Run 1, the metal 3 layer:
Drawn at 4 px/µm. Cells faint in the background.
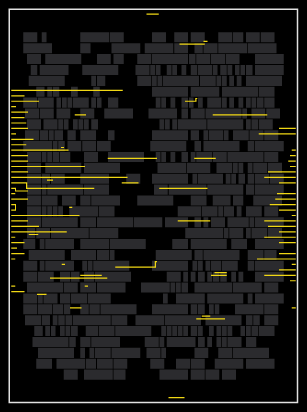
Run 1, I/O nets highlighted:
Drawn at 4 px/µm.
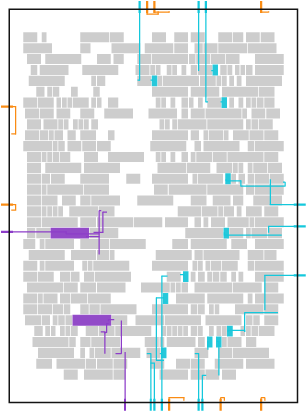
Run 1, clock nets:
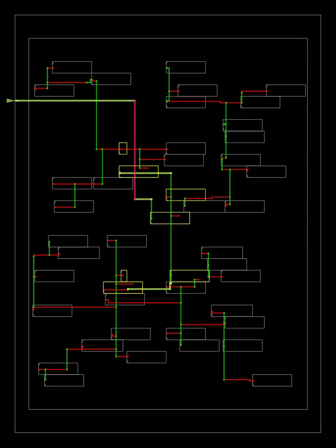
Run 1, clock network drawn from the DEF:
Drawn at 4 px/µm.
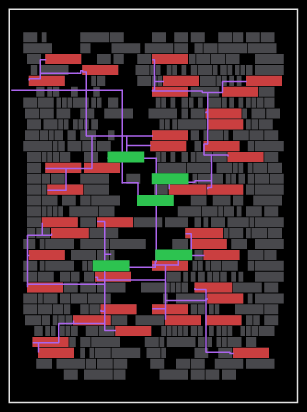
===== config.mk =====
export PLATFORM = sky130hd
export DESIGN_NAME = ram_sdp_rr_arbiter
export DESIGN_NICKNAME = d
export VERILOG_FILES = /design/src/rtl/ram_sdp_rr_arbiter.sv
export SDC_FILE = /design/constraint.sdc
export NUM_CORES = 1
export LEC_CHECK = 0
export ABC_AREA = 1
export CORE_ASPECT_RATIO = 1.4
export CORE_MARGIN = 3
export CORE_UTILIZATION = 34
export CTS_BUF_LIST = sky130_fd_sc_hd__clkbuf_16
export DETAILED_ROUTE_END_ITERATION = 10
export PLACE_DENSITY = 0.8
export SYNTH_ARGS = -nofsm -noshare
export SYNTH_HDL_FRONTEND = slang
export SYNTH_SLANG_ARGS = --single-unit

===== constraint.sdc =====
create_clock -name CLK -period 1 [get_ports CLK]
set_input_delay 0.2 -clock CLK [delete_from_list [all_inputs] [get_ports CLK]]
set_output_delay 0.2 -clock CLK [all_outputs]
set_load 0.05 [all_outputs]

===== src/rtl/ram_sdp_rr_arbiter.sv =====
// Round-robin front end for a 2048x8 simple-dual-port block RAM shared by two
// writers and two readers. The write and read sides each have an independent
// two-way round-robin arbiter. All RAM-facing pins are registered. Read data
// comes back two cycles after the request sample, tagged by a per-reader valid.
// Optional build macro RAM_ARB_WR_BYPASS_EN: a read that hits the address being
// written in the same cycle returns the new write data instead of the old RAM data.
module ram_sdp_rr_arbiter #(
  parameter int ADDR_W  = 11,
  parameter int DATA_W  = 8,
  parameter int RR_INIT = 0
) (
  input  logic              CLK,
  input  logic              RST_N,
  input  logic [1:0]        W_REQ,
  input  logic [ADDR_W-1:0] W_ADDR0,
  input  logic [ADDR_W-1:0] W_ADDR1,
  input  logic [DATA_W-1:0] W_DATA0,
  input  logic [DATA_W-1:0] W_DATA1,
  output logic [1:0]        W_GNT,
  input  logic [1:0]        R_REQ,
  input  logic [ADDR_W-1:0] R_ADDR0,
  input  logic [ADDR_W-1:0] R_ADDR1,
  output logic [1:0]        R_GNT,
  output logic [1:0]        R_VALID,
  output logic [DATA_W-1:0] R_DATA,
  output logic              RAM_WEN,
  output logic [ADDR_W-1:0] RAM_WADDR,
  output logic [DATA_W-1:0] RAM_WD,
  output logic              RAM_REN,
  output logic [ADDR_W-1:0] RAM_RADDR,
  input  logic [DATA_W-1:0] RAM_RD
);

  localparam logic PTR_INIT = (RR_INIT != 0);

  // Winner index among eligible requesters; the pointer only breaks ties.
  function automatic logic rr_pick(input logic [1:0] elig, input logic ptr);
    return (&elig) ? ptr : elig[1];
  endfunction

  logic       w_ptr_p0;
  logic       r_ptr_p0;
  logic [1:0] w_elig_p0;
  logic [1:0] r_elig_p0;
  logic       w_any_p0;
  logic       r_any_p0;
  logic       w_sel_p0;
  logic       r_sel_p0;

  // Stage p0: mask out a requester during its own grant cycle, then pick a winner
  always_comb begin
    w_elig_p0 = W_REQ & ~W_GNT;
    r_elig_p0 = R_REQ & ~R_GNT;
    w_any_p0  = |w_elig_p0;
    r_any_p0  = |r_elig_p0;
    w_sel_p0  = rr_pick(w_elig_p0, w_ptr_p0);
    r_sel_p0  = rr_pick(r_elig_p0, r_ptr_p0);
  end

  // Stage p1 (write): register grant and RAM write pins; pointer passes to the loser
  always_ff @(posedge CLK or negedge RST_N) begin
    if (!RST_N) begin
      W_GNT     <= 2'b00;
      RAM_WEN   <= 1'b0;
      RAM_WADDR <= '0;
      RAM_WD    <= '0;
      w_ptr_p0  <= PTR_INIT;
    end else begin
      W_GNT   <= {w_any_p0 & w_sel_p0, w_any_p0 & ~w_sel_p0};
      RAM_WEN <= w_any_p0;
      if (w_any_p0) begin
        RAM_WADDR <= w_sel_p0 ? W_ADDR1 : W_ADDR0;
        RAM_WD    <= w_sel_p0 ? W_DATA1 : W_DATA0;
        w_ptr_p0  <= ~w_sel_p0;
      end
    end
  end

  // Stage p1 (read): register grant and RAM read pins; stage p2: valid follows grant
  always_ff @(posedge CLK or negedge RST_N) begin
    if (!RST_N) begin
      R_GNT     <= 2'b00;
      R_VALID   <= 2'b00;
      RAM_REN   <= 1'b0;
      RAM_RADDR <= '0;
      r_ptr_p0  <= PTR_INIT;
    end else begin
      R_GNT   <= {r_any_p0 & r_sel_p0, r_any_p0 & ~r_sel_p0};
      R_VALID <= R_GNT;
      RAM_REN <= r_any_p0;
      if (r_any_p0) begin
        RAM_RADDR <= r_sel_p0 ? R_ADDR1 : R_ADDR0;
        r_ptr_p0  <= ~r_sel_p0;
      end
    end
  end

`ifdef RAM_ARB_WR_BYPASS_EN
  logic              byp_vld_p2;
  logic [DATA_W-1:0] byp_data_p2;

  // Stage p2: remember a same-cycle write/read collision and the data being written
  always_ff @(posedge CLK or negedge RST_N) begin
    if (!RST_N) begin
      byp_vld_p2  <= 1'b0;
      byp_data_p2 <= '0;
    end else begin
      byp_vld_p2  <= RAM_WEN & RAM_REN & (RAM_WADDR == RAM_RADDR);
      byp_data_p2 <= RAM_WD;
    end
  end

  assign R_DATA = byp_vld_p2 ? byp_data_p2 : RAM_RD;
`else
  assign R_DATA = RAM_RD;
`endif

endmodule


==> flow_summary.yaml, run 1 <==
# synthesis and place-and-route metrics
die:
  ios: 120
  core_util_floorplan: 0.361
  die_height_um: 98.0
  placementRows: 32
power_and_ir_drop:
  seq_power_share: 0.283
  power.density_cell_area_nw_per_um2: 1940
  top_power_group: "combinational logic"
  internal_power_uw: 5130
  total_power_consumption_of_the_routed_design_uw: 8470
  ir_drop_v: 0.00143
  comb_power_share: 0.543
  power.sequential.total_uw: 2400
drt:
  final_antenna_net_count: 0
  drtPass1Iterations: 4
  drc: 0
  dr_wl_met2_um: 4420
  top_layer: "met4"
  routed-wl-met3_um: 461
  drt-initial-drc-count: 109
run:
  number_of_warnings_in_the_stage_logs: 29
final_layout:
  final_core_utilization: 0.767
  instances_no_fill: 473
  top_regs: "RAM_RADDR: 11 flops, RAM_WADDR: 11 flops, RAM_WD: 8 flops"
  final_layout_top_logic_cells: "76 x nand2_1, 60 x clkdlybuf4s50_1, 43 x buf_12, 36 x nand3_1, 35 x dfrtp_1"
  seq_area_um2: 1010
  area_growth_syn_to_layout_pct: 112
  num_antenna_cells: 0
  comb_area_um2: 1070
  nets: 479
yosys:
  synth_top_area_share: 0.488
  synth.logic.top_family: "simple AND/OR/NAND/NOR gates"
  synth.area.top_cells: "dfrtp_1 49%, nand2_1 18%, nand3_1 15%, inv_1 7.1%, buf_4 6.6%"
  synth-edff-count: 0
  synth.largest_area_cell: "dfrtp_1"
  synthesis.instances: 270
  ff_type: "dfrtp_1"
setup_path:
  cp_bufs_invs: 4
  ff2ff_path_depth: 8
  crit_fanout: 6
  crit_chain: "inv_4, buf_6, nand3_4, buf_6, nand3_2, nand2_1, inv_1, nand2_1"
  critPathSlowestCell: "dfrtp_2"
  cp_num_cells: 8
  cpLargestDelayFamily: "flip-flops"
  worstSetupEndpoint: "RAM_WD[5]$_DFFE_PN0P_"
placed_design:
  placed_cells: 438
  detailed_place.area_um2: 3640
  port_buffers: 103
  dp_slack_ns: -0.756
  dp_hpwl_um: 4500
timing:
  hold_ws_ns: 0.400
  fin_ws_ns: -0.224
  report.final.setup_viol: 74
  worst-slew-pin-transition_ns: 0.341
  totalNegativeSetupSlack_ns: -7.63
  timing.fmax_ghz: 0.817
  final_hold_viol_count: 0
global_routing:
  grt_max_degree: 41
  first_global_vias: 2398
hold_path:
  worst_min_path_class: "in -> out"
clock_tree:
  clock_path_buffers: 2
  cts-root-buf: "clkbuf_16"
  post_cts_resize_count: 56
  post-cts-setup-buffer-count: 11
status:
  failed_checks: "negative setup slack"
  status: "complete, but fails checks"
## Picture notes: 'the metal 3 layer'
wire length on this layer: 462 µm
main direction: horizontal
longest straight run: 28.8 µm
vias after detailed routing: 2,293
final wirelength: 7520 µm
met3 demand-to-capacity share in global routing: 0.0494

## Picture notes: 'I/O nets highlighted'
| colour | port | bits | direction | end cells | buffers | wire |
|---|---|---|---|---|---|---|
| purple | R_GNT | 2 | output | 2 | 4 | 78.2 µm |
| orange | RAM_RD | 8 | input | 0 | 0 | 31.8 µm |
| cyan | W_ADDR0 | 11 | input | 11 | 11 | 252 µm |

## Picture notes: 'clock nets'
number of buffers created by CTS: 5
clock network power: 1470 µW
count of clock-net buffers in the final layout: 5
worst clock skew: 0.00333 ns
Clk Latency, worst-skew pair: 0.27 ns

## Picture notes: 'clock network drawn from the DEF'
[red] flip-flops | count: 40
[purple] clock wires | length: 494 µm
[green] cells driving clock nets | count: 5
routed clock nets: 6
part of the power in the clock network: 0.174

==> run 1: how the worst min path moves through the flow <==
stage	from	endpoint	cells after the start
2_1_floorplan	RST_N	RAM_RADDR[0]$_DFFE_PN0P_	0
3_3_place_gp	RST_N	RAM_RADDR[5]$_DFFE_PN0P_	2
3_5_place_dp	RST_N	RAM_RADDR[5]$_DFFE_PN0P_	2
4_1_cts	RAM_RD[0]	R_DATA[0]	0
5_1_grt	RAM_RD[3]	R_DATA[3]	0
6_report	RAM_RD[7]	R_DATA[7]	0
==> run 1: layout make-up <==
type | count | share of cell area
repair buffers | 147 | 0.434
multi-input cells | 170 | 0.246
flip-flops and latches | 40 | 0.231
inverters | 41 | 0.0393
clock buffers | 5 | 0.0287
well taps | 68 | 0.0195
clock inverters | 2 | 0.00201
## Run 2: what changed since run 1
--- a/config.mk
+++ b/config.mk
@@ -9,9 +9,9 @@
 export CORE_ASPECT_RATIO = 1.4
 export CORE_MARGIN = 3
 export CORE_UTILIZATION = 34
-export CTS_BUF_LIST = sky130_fd_sc_hd__clkbuf_16
 export DETAILED_ROUTE_END_ITERATION = 10
 export PLACE_DENSITY = 0.8
+export SKIP_CTS_REPAIR_TIMING = 1
 export SYNTH_ARGS = -nofsm -noshare
 export SYNTH_HDL_FRONTEND = slang
 export SYNTH_SLANG_ARGS = --single-unit
==> flow_summary.yaml, run 2 <==
# synthesis and place-and-route metrics
clock_tree:
  clock_path_buffers: 2
  insertion_delay_ns: 0.28
  numCtsBuffers: 5
  clkTransAtPathRegs_ns: 0.08
  cts-root-buf: "clkbuf_8"
  cts.htree.levels: 2
final_layout:
  area_share_nonclk_buffers: 0.437
  clock_tree_area_fraction: 0.0186
  dominant_cells: "non-clock buffers"
  combAreaFraction: 0.244
  layout.non_clock_inverters: 41
  layout_top_cell_excl_fill_tap: "nand2_1"
  num_antenna_cells: 0
  comb_area_um2: 1020
  clockBufferCount: 6
  final.signal_buffer_count: 137
  seq_area_um2: 1010
  sh_seq_area: 0.241
  nets: 469
  design.seq.count: 40
  area_growth_syn_to_layout_pct: 103
  final_core_utilization: 0.734
  layout.comb_gates.multi_input: 170
  top_regs: "RAM_RADDR: 11 flops, RAM_WADDR: 11 flops, RAM_WD: 8 flops"
  instances_no_fill: 463
  final_layout_top_logic_cells: "80 x nand2_1, 62 x clkdlybuf4s50_1, 41 x buf_12, 40 x nand3_1, 35 x dfrtp_1"
yosys:
  synth_async_sr_flop_share: 1.00
  synth.area.top_cells: "dfrtp_1 49%, nand2_1 18%, nand3_1 15%, inv_1 7.1%, buf_4 6.6%"
  synthesis.nets: 344
  synth.cell_area_um2: 2050
  ff_type: "dfrtp_1"
  avgSynthCellArea_um2: 7.60
  synth_top_area_share: 0.488
  ys_chip_area_um2: 2050
  synthesis.instances: 270
  synth-edff-count: 0
  synth.largest_area_cell: "dfrtp_1"
power_and_ir_drop:
  power.density_cell_area_nw_per_um2: 1880
  ir_drop_v: 0.00123
  total_leakage_power_uw: 0.00206
  total_power_consumption_of_the_routed_design_uw: 7870
setup_path:
  crit_fanout: 6
  crit_chain: "clkdlybuf4s50_1, buf_4, nand3_4, clkbuf_16, nand3_1, nand2_1, inv_1, nand2_1"
  cp_num_cells: 8
  critPathArrivalTime_ns: 1.41
  timing.setup.critical_path_class: "in -> reg"
  ff2ff_path_depth: 8
  worst-r2r-setup-slack_ns: -0.22
  critPathSlowestCell: "clkdlybuf4s50_1"
  cp-end-kind: "register"
  cpLargestDelayFamily: "buffers and inverters"
  cp_bufs_invs: 4
  worstSetupEndpoint: "RAM_WADDR[2]$_DFFE_PN0P_"
placed_design:
  dp_hpwl_um: 4500
  dp_slack_ns: -0.756
  detailed_place.area_um2: 3640
  place.gp.congestion: 0.766
  port_buffers: 103
  placed_cells: 438
global_routing:
  grt_max_degree: 41
  first_global_vias: 2082
  gr-usage-met1: 0.181
  grt_first_pass_wirelength_um: 9540
  grt_remaining_overflow: 0
  met3_usage: 0.0433
timing:
  worst-slew-pin-transition_ns: 0.343
  final_hold_viol_count: 0
  hold_ws_ns: 0.400
  timing.fmax_ghz: 0.815
  finClkSkew_ns: 0.00486
  totalNegativeSetupSlack_ns: -8.01
  fin_ws_ns: -0.226
  report.final.setup_viol: 72
  timing_max_transition_violations_final: 0
  grt_setup_unrepaired: "true"
status:
  failed_checks: "negative setup slack"
  status: "complete, but fails checks"
drt:
  final_antenna_net_count: 0
  dr_wl_met2_um: 4310
  top_layer: "met4"
  route.detailed.wl_per_inst_um: 15.8
  wl_um: 7310
  drc: 0
  drtPass1Iterations: 4
  detailroute.via_count: 2262
  routed-wl-met3_um: 458
  drt-initial-drc-count: 159
hold_path:
  hp-start: "RAM_RD[7]"
  worst_min_path_class: "in -> out"
  min_path_cells: 0
  min_delay_worst_endpoint: "R_DATA[7]"
die:
  die_area_um2: 7020
  ios: 120
  placementRows: 32
  core_util_floorplan: 0.361
  die_height_um: 98.0
  number_of_well_tap_cells_placed: 68
  std_cell_core_area_um2: 5690
run:
  number_of_warnings_in_the_stage_logs: 28
[run 2: cell types whose count changed in the layout (fill, tap and decap cells not counted), moves of 2 or more]
cell / change
buf_12: -2
buf_4: -5
buf_6: -7
buf_8: +2
clkbuf_16: -3
clkbuf_8: +5
clkdlybuf4s50_1: +2
dlygate4sd2_1: -3
nand2_1: +4
nand2_2: -2
nand2_8: -2
nand3_1: +4
nand3_2: -4
[run 2: logic make-up after synthesis]
kind of cell / Yosys count / share of synthesized area
simple gates: 162 / 0.341
buf+inv: 64 / 0.156
flops: 40 / 0.488
compound gates: 4 / 0.0152
[run 2: report_power, final]
group / internal, µW / total, µW / switching [µW]
logic: 2180 / 4490 / 2320
clock network: 475 / 999 / 525
registers: 1970 / 2370 / 403
Run 2, I/O nets highlighted:
Drawn at 4 px/µm.
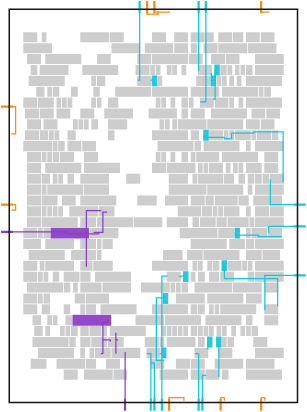
| colour | port | bits | direction | end cells | buffers | wire |
|---|---|---|---|---|---|---|
| purple | R_GNT | 2 | output | 2 | 4 | 77.8 µm |
| orange | RAM_RD | 8 | input | 0 | 0 | 31.8 µm |
| cyan | W_ADDR0 | 11 | input | 11 | 11 | 282 µm |

Run 2, placement by cell class:
Drawn at 3 px/µm.
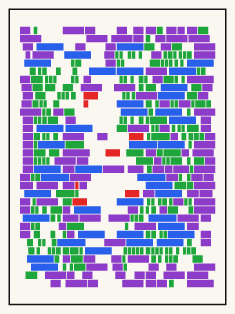
| colour | class | cells | share of their area |
|---|---|---|---|
| red | clock drivers and dummy loads | 7 | 1.9% |
| purple | other buffers and delay cells | 137 | 45% |
| green | all other logic | 211 | 29% |
| blue | flip-flops | 40 | 25% |

Power figures rest on the tool's default switching activity, not on a simulated workload.
